File: config.mk
export PLATFORM = sky130hd
export DESIGN_NAME = reg_file_16x16_flat
export DESIGN_NICKNAME = d
export VERILOG_FILES = /design/src/rtl/reg_file_16x16_pkg.sv /design/src/rtl/reg_file_16x16_if.sv /design/src/rtl/reg_file_16x16_reg_word.sv /design/src/rtl/reg_file_16x16.sv /design/src/flat_wrapper.sv
export SDC_FILE = /design/constraint.sdc
export NUM_CORES = 1
export LEC_CHECK = 0
export ABC_AREA = 1
export CAP_MARGIN = 30
export CORE_MARGIN = 4
export CORE_UTILIZATION = 45
export DETAILED_ROUTE_END_ITERATION = 12
export PLACE_DENSITY = 0.7
export SLEW_MARGIN = 15
export SYNTH_ARGS = -nofsm -noshare
export SYNTH_HDL_FRONTEND = slang
export SYNTH_SLANG_ARGS = --single-unit
File: constraint.sdc
create_clock -name clk -period 2.35 [get_ports clk]
set_input_delay 0.47 -clock clk [delete_from_list [all_inputs] [get_ports clk]]
set_output_delay 0.47 -clock clk [all_outputs]
set_load 0.02 [all_outputs]
File: src/rtl/reg_file_16x16_pkg.sv
// ============================================================================
// Module : reg_file_pkg
// Brief  : Shared types, sizes and the 4-to-16 wordline decoder for the
//          decode-stage register file.
// Rev    : 1.0  initial release
// ============================================================================
`default_nettype none

package reg_file_pkg;

  localparam int REG_ID_W = 4;
  localparam int DATA_W   = 16;
  localparam int NUM_REGS = 16;

  typedef logic [3:0]  reg_id_t;
  typedef logic [15:0] reg_data_t;
  typedef logic [15:0] wordline_t;

  // One-hot wordline for a register ID; every ID sets exactly one bit.
  function automatic wordline_t decode_4to16(input reg_id_t id);
    decode_4to16 = wordline_t'(1) << id;
  endfunction

endpackage

`default_nettype wire

File: src/rtl/reg_file_16x16_if.sv
// ============================================================================
// Module : reg_file_16x16_if
// Brief  : Read/write port bundle of the register file. The pipeline side
//          uses the master modport, the register file uses slave.
// Rev    : 1.0  initial release
// ============================================================================
`default_nettype none

interface reg_file_16x16_if;
  import reg_file_pkg::*;

  reg_id_t   SrcReg1;
  reg_id_t   SrcReg2;
  reg_id_t   DstReg;
  logic      WriteReg;
  reg_data_t DstData;
  reg_data_t SrcData1;
  reg_data_t SrcData2;

  modport master (
    output SrcReg1, SrcReg2, DstReg, WriteReg, DstData,
    input  SrcData1, SrcData2
  );

  modport slave (
    input  SrcReg1, SrcReg2, DstReg, WriteReg, DstData,
    output SrcData1, SrcData2
  );

endinterface

`default_nettype wire

File: src/rtl/reg_file_16x16_reg_word.sv
// ============================================================================
// Module : reg_word
// Brief  : One 16-bit register with synchronous active-high clear and a
//          write enable. The clear has priority over the write.
// Rev    : 1.0  initial release
// ============================================================================
`default_nettype none

module reg_word
  import reg_file_pkg::*;
(
  input  logic      clk,
  input  logic      rst,
  input  logic      we,
  input  reg_data_t d,
  output reg_data_t q
);

  always_ff @(posedge clk) begin
    if (rst) begin
      q <= '0;
    end else if (we) begin
      q <= d;
    end
  end

endmodule

`default_nettype wire

File: src/rtl/reg_file_16x16.sv
// ============================================================================
// Module : reg_file_16x16
// Brief  : 16 x 16-bit register file, two combinational read ports and one
//          clocked write port, driven by one-hot wordline selects.
//          Define REG_FILE_BYPASS_EN to forward same-cycle write data to
//          matching read ports.
// Rev    : 1.0  initial release
// ============================================================================
`default_nettype none

module reg_file_16x16 #(
  parameter int DATA_W   = 16,
  parameter int NUM_REGS = 16
) (
  input  logic              clk,
  input  logic              rst,
  reg_file_16x16_if.slave   bus
);
  import reg_file_pkg::*;

  wordline_t rd1_sel;
  wordline_t rd2_sel;
  wordline_t wr_sel;
  reg_data_t words [NUM_REGS];
  reg_data_t stored1;
  reg_data_t stored2;

  assign rd1_sel = decode_4to16(bus.SrcReg1);
  assign rd2_sel = decode_4to16(bus.SrcReg2);
  assign wr_sel  = decode_4to16(bus.DstReg);

  generate
    for (genvar i = 0; i < NUM_REGS; i++) begin : g_word
      reg_word u_word (
        .clk (clk),
        .rst (rst),
        .we  (bus.WriteReg & wr_sel[i]),
        .d   (bus.DstData),
        .q   (words[i])
      );
    end
  endgenerate

  // AND-OR read mux: with a one-hot select only one word reaches the output.
  always_comb begin
    stored1 = '0;
    stored2 = '0;
    for (int i = 0; i < NUM_REGS; i++) begin
      stored1 = stored1 | (words[i] & {DATA_W{rd1_sel[i]}});
      stored2 = stored2 | (words[i] & {DATA_W{rd2_sel[i]}});
    end
  end

`ifdef REG_FILE_BYPASS_EN
  logic hit1;
  logic hit2;

  // Forwarding deliberately ignores rst; the forwarded value is never stored.
  assign hit1 = bus.WriteReg && (wr_sel == rd1_sel);
  assign hit2 = bus.WriteReg && (wr_sel == rd2_sel);

  assign bus.SrcData1 = hit1 ? bus.DstData : stored1;
  assign bus.SrcData2 = hit2 ? bus.DstData : stored2;
`else
  assign bus.SrcData1 = stored1;
  assign bus.SrcData2 = stored2;
`endif

endmodule

`default_nettype wire

File: src/flat_wrapper.sv
// flat-port wrapper written by rule: the top's interface ports become plain ports
module reg_file_16x16_flat import reg_file_pkg::*;
#(
  parameter int DATA_W   = 16,
  parameter int NUM_REGS = 16
)
  (clk, rst, bus_SrcReg1, bus_SrcReg2, bus_DstReg, bus_WriteReg, bus_DstData, bus_SrcData1, bus_SrcData2);
  reg_file_16x16_if bus_i ();
  input  logic clk;
  input  logic rst;
  input wire logic [$bits(bus_i.SrcReg1)-1:0] bus_SrcReg1;
  input wire logic [$bits(bus_i.SrcReg2)-1:0] bus_SrcReg2;
  input wire logic [$bits(bus_i.DstReg)-1:0] bus_DstReg;
  input wire logic [$bits(bus_i.WriteReg)-1:0] bus_WriteReg;
  input wire logic [$bits(bus_i.DstData)-1:0] bus_DstData;
  output wire logic [$bits(bus_i.SrcData1)-1:0] bus_SrcData1;
  output wire logic [$bits(bus_i.SrcData2)-1:0] bus_SrcData2;
  assign bus_i.SrcReg1 = bus_SrcReg1;
  assign bus_i.SrcReg2 = bus_SrcReg2;
  assign bus_i.DstReg = bus_DstReg;
  assign bus_i.WriteReg = bus_WriteReg;
  assign bus_i.DstData = bus_DstData;
  assign bus_SrcData1 = bus_i.SrcData1;
  assign bus_SrcData2 = bus_i.SrcData2;
  reg_file_16x16 #(.DATA_W(DATA_W), .NUM_REGS(NUM_REGS)) u_core (.clk(clk), .rst(rst), .bus(bus_i));
endmodule
==> flow_metrics.env, run 1 <==
# yosys + openroad results
export IMPL_worst_setup_path_start_kind="primary input"
export IMPL_cts_resized=269
export IMPL_required_ps=1880
export IMPL_warning_count=28
export IMPL_max_freq_mhz=428
export IMPL_hold_viol=0
export IMPL_status="completed"
export IMPL_holdWs_ps=354
export IMPL_ys_area_sq_mm=0.0147
export IMPL_final_layout_top_logic_cell="nand2_1"
export IMPL_largest_register_ffs=256
export IMPL_top_layer="met4"
export IMPL_seqCellArea_sq_mm=0.00512
export IMPL_critPathArrivalTime_ps=1860
export IMPL_postRouteAntennaNets=0
export IMPL_crit_family="buffers and inverters"
export IMPL_r2r_end="u_core.g_word[12].u_word.q[9]"
export IMPL_slew_headroom=0.623
export IMPL_critPathSlowestCell="clkbuf_4"
export IMPL_switching_share=0.263
export IMPL_crit_path_end_kind="output pin"
Fig. 1: run 1, cell outlines without signal wires
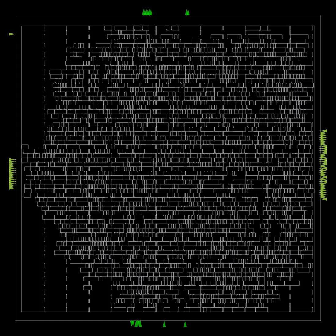
Non-Filler Instances: 2,910
final-layout fill cell count: 2,923
seq_cells: 256

Fig. 2: run 1, clock distribution
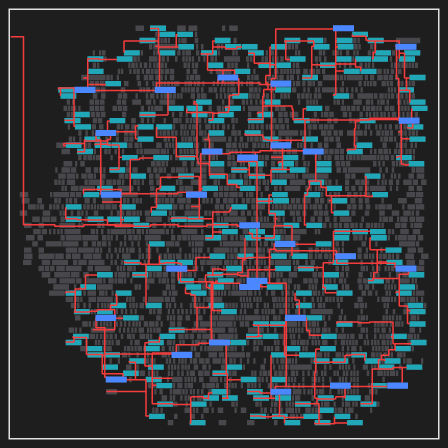
cyan -> flip-flops  # count 256
blue -> cells driving clock nets  # count 29
red -> clock wires  # length 3,510 um
routed clock nets = 30
flops lie = all over the die

Fig. 3: run 1, met3 routing
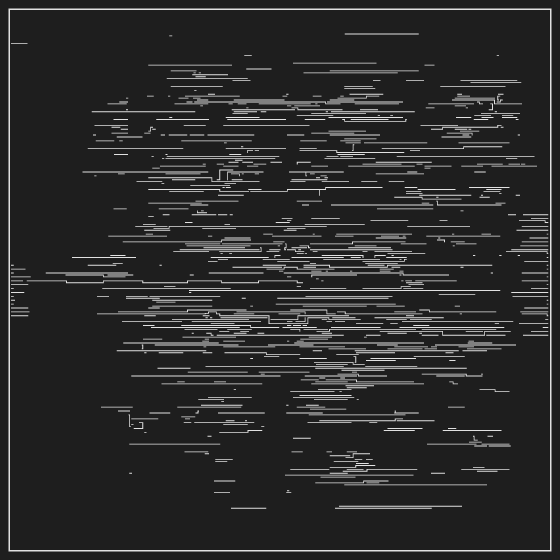
wire length on this layer = 7,240 um
share of all routed wire = 12%

Fig. 4: run 1, cells by drive strength
Bar = 50 um.
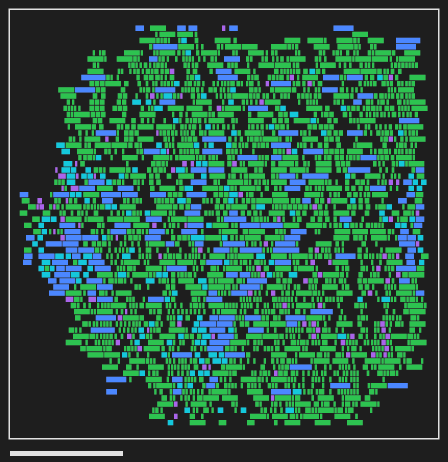
green -> drive 1 or less  # cells 2,060
blue -> drive 6 and up  # cells 162
cyan -> drive 3 to 4  # cells 156
purple -> drive 2  # cells 97

Fig. 5: run 1, wire density map
38 x 38 tiles, from dark blue (low) to red (high), scaled to the fullest tile. Values are wire area over tile area, all layers added.
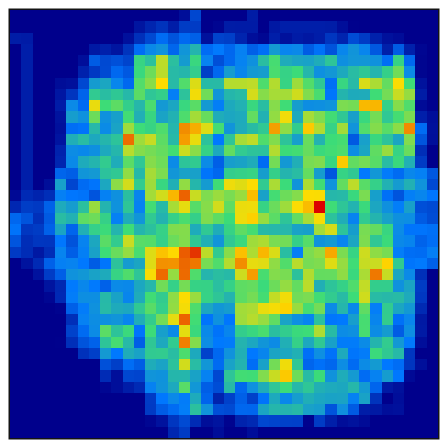

--- run 2 (diff from run 1) ---
--- a/config.mk
+++ b/config.mk
@@ -11,6 +11,7 @@
 export CORE_UTILIZATION = 45
 export DETAILED_ROUTE_END_ITERATION = 12
 export PLACE_DENSITY = 0.7
+export SKIP_LAST_GASP = 1
 export SLEW_MARGIN = 15
 export SYNTH_ARGS = -nofsm -noshare
 export SYNTH_HDL_FRONTEND = slang
Fig. 6: run 2, wire density map
38 x 38 tiles, from dark blue (low) to red (high), scaled to the fullest tile. Values are wire area over tile area, all layers added.
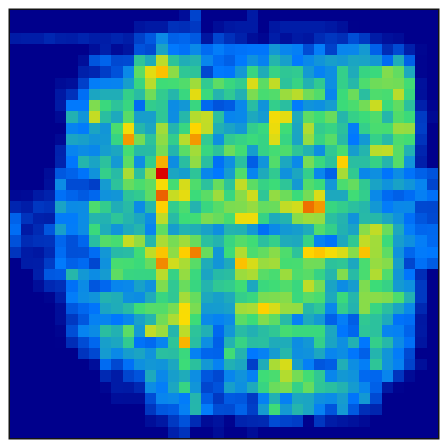
densest ninth of the die = center
fullest tile = 1.0
nearly empty tiles = 20%
tiles over half the peak = 19%

Fig. 7: run 2, met3 routing
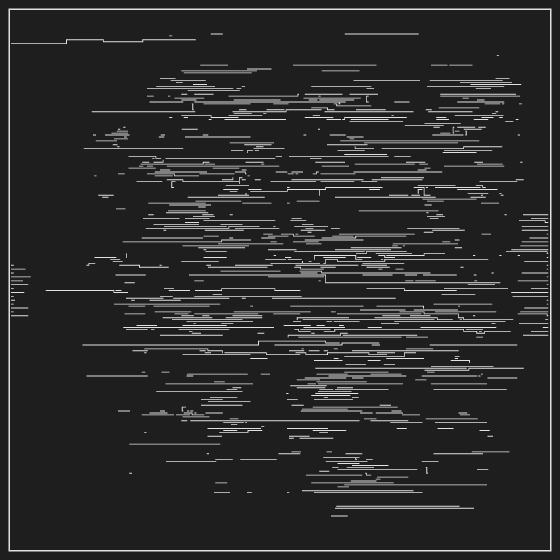
nets with wire on the layer = 349
share of all routed wire = 12%
main direction = horizontal
wire length on this layer = 7,160 um
longest straight run = 61.4 um

Fig. 8: run 2, cell outlines without signal wires
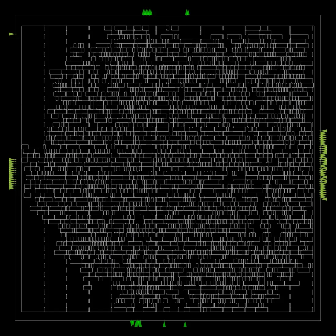
tap cells: 435
Finished Core Util: 0.594
row cnt: 65
final-layout fill cell count: 2,939
Core Box Area: 0.0320 sq mm

==> flow_metrics.env, run 2 <==
# yosys + openroad results
export IMPL_status="finished, violations left"
export IMPL_violations="negative setup slack"
export IMPL_crit_family="buffers and inverters"
export IMPL_setup_violations=1
export IMPL_ys_seq_share=0.348
export IMPL_netlist_top_cells_count="660 x nand2_1, 342 x nand4_1, 329 x nor2_1"
export IMPL_ys_top_cells_by_area="dfxtp_1 35%, nand2_1 17%, nand4_1 15%"
export IMPL_top_register="u_core.g_word.u_word.q"
export IMPL_final_layout_top_logic_cell="nand2_1"
export IMPL_seqCellArea_sq_mm=0.00512
export IMPL_postRouteAntennaNets=0
export IMPL_drive_gt1_frac=0.166
export IMPL_largest_register_ffs=256
export IMPL_max_freq_mhz=424
export IMPL_slew_headroom=0.636
export IMPL_fp_dieH_um=189
export IMPL_warning_count=28
export IMPL_logic_area_sq_mm=0.00816
export IMPL_xor_area_frac=0
export IMPL_switching_share=0.263
export IMPL_cts_resized=263
export IMPL_comb_area_frac=0.430
export IMPL_critPathSlowestCell="buf_12"
export IMPL_r2r_end="u_core.g_word[15].u_word.q[3]"
export IMPL_cts_tree="done"
export IMPL_cp_max_fo=5
export IMPL_required_ps=1880
export IMPL_insertion_delay_ps=550
export IMPL_worst_setup_path_start_kind="primary input"
export IMPL_grt_overflow_total=0
export IMPL_min_path_cells=2
export IMPL_seqPwrFrac=0.413
export IMPL_ys_area_sq_mm=0.0147
export IMPL_top_layer="met4"
export IMPL_crit_chain="buf_4 -> buf_6 -> nor2_4 -> buf_12 -> nand3_4 -> buf_12 -> buf_16 -> nor2_1 -> nor2_1 -> nand2_1 -> nor2_1 -> nand2_1 -> buf_6"
export IMPL_crit_path_end_kind="output pin"
export IMPL_seq_cell_count=256
export IMPL_hold_viol=0
export IMPL_fin_cells=2910
export IMPL_seq_power_w=0.00445
export IMPL_nClkBuffers=38
export IMPL_fin_ws_ps=-5.81
export IMPL_cp_common_cell="nor2_1"
export IMPL_critPathArrivalTime_ps=1890
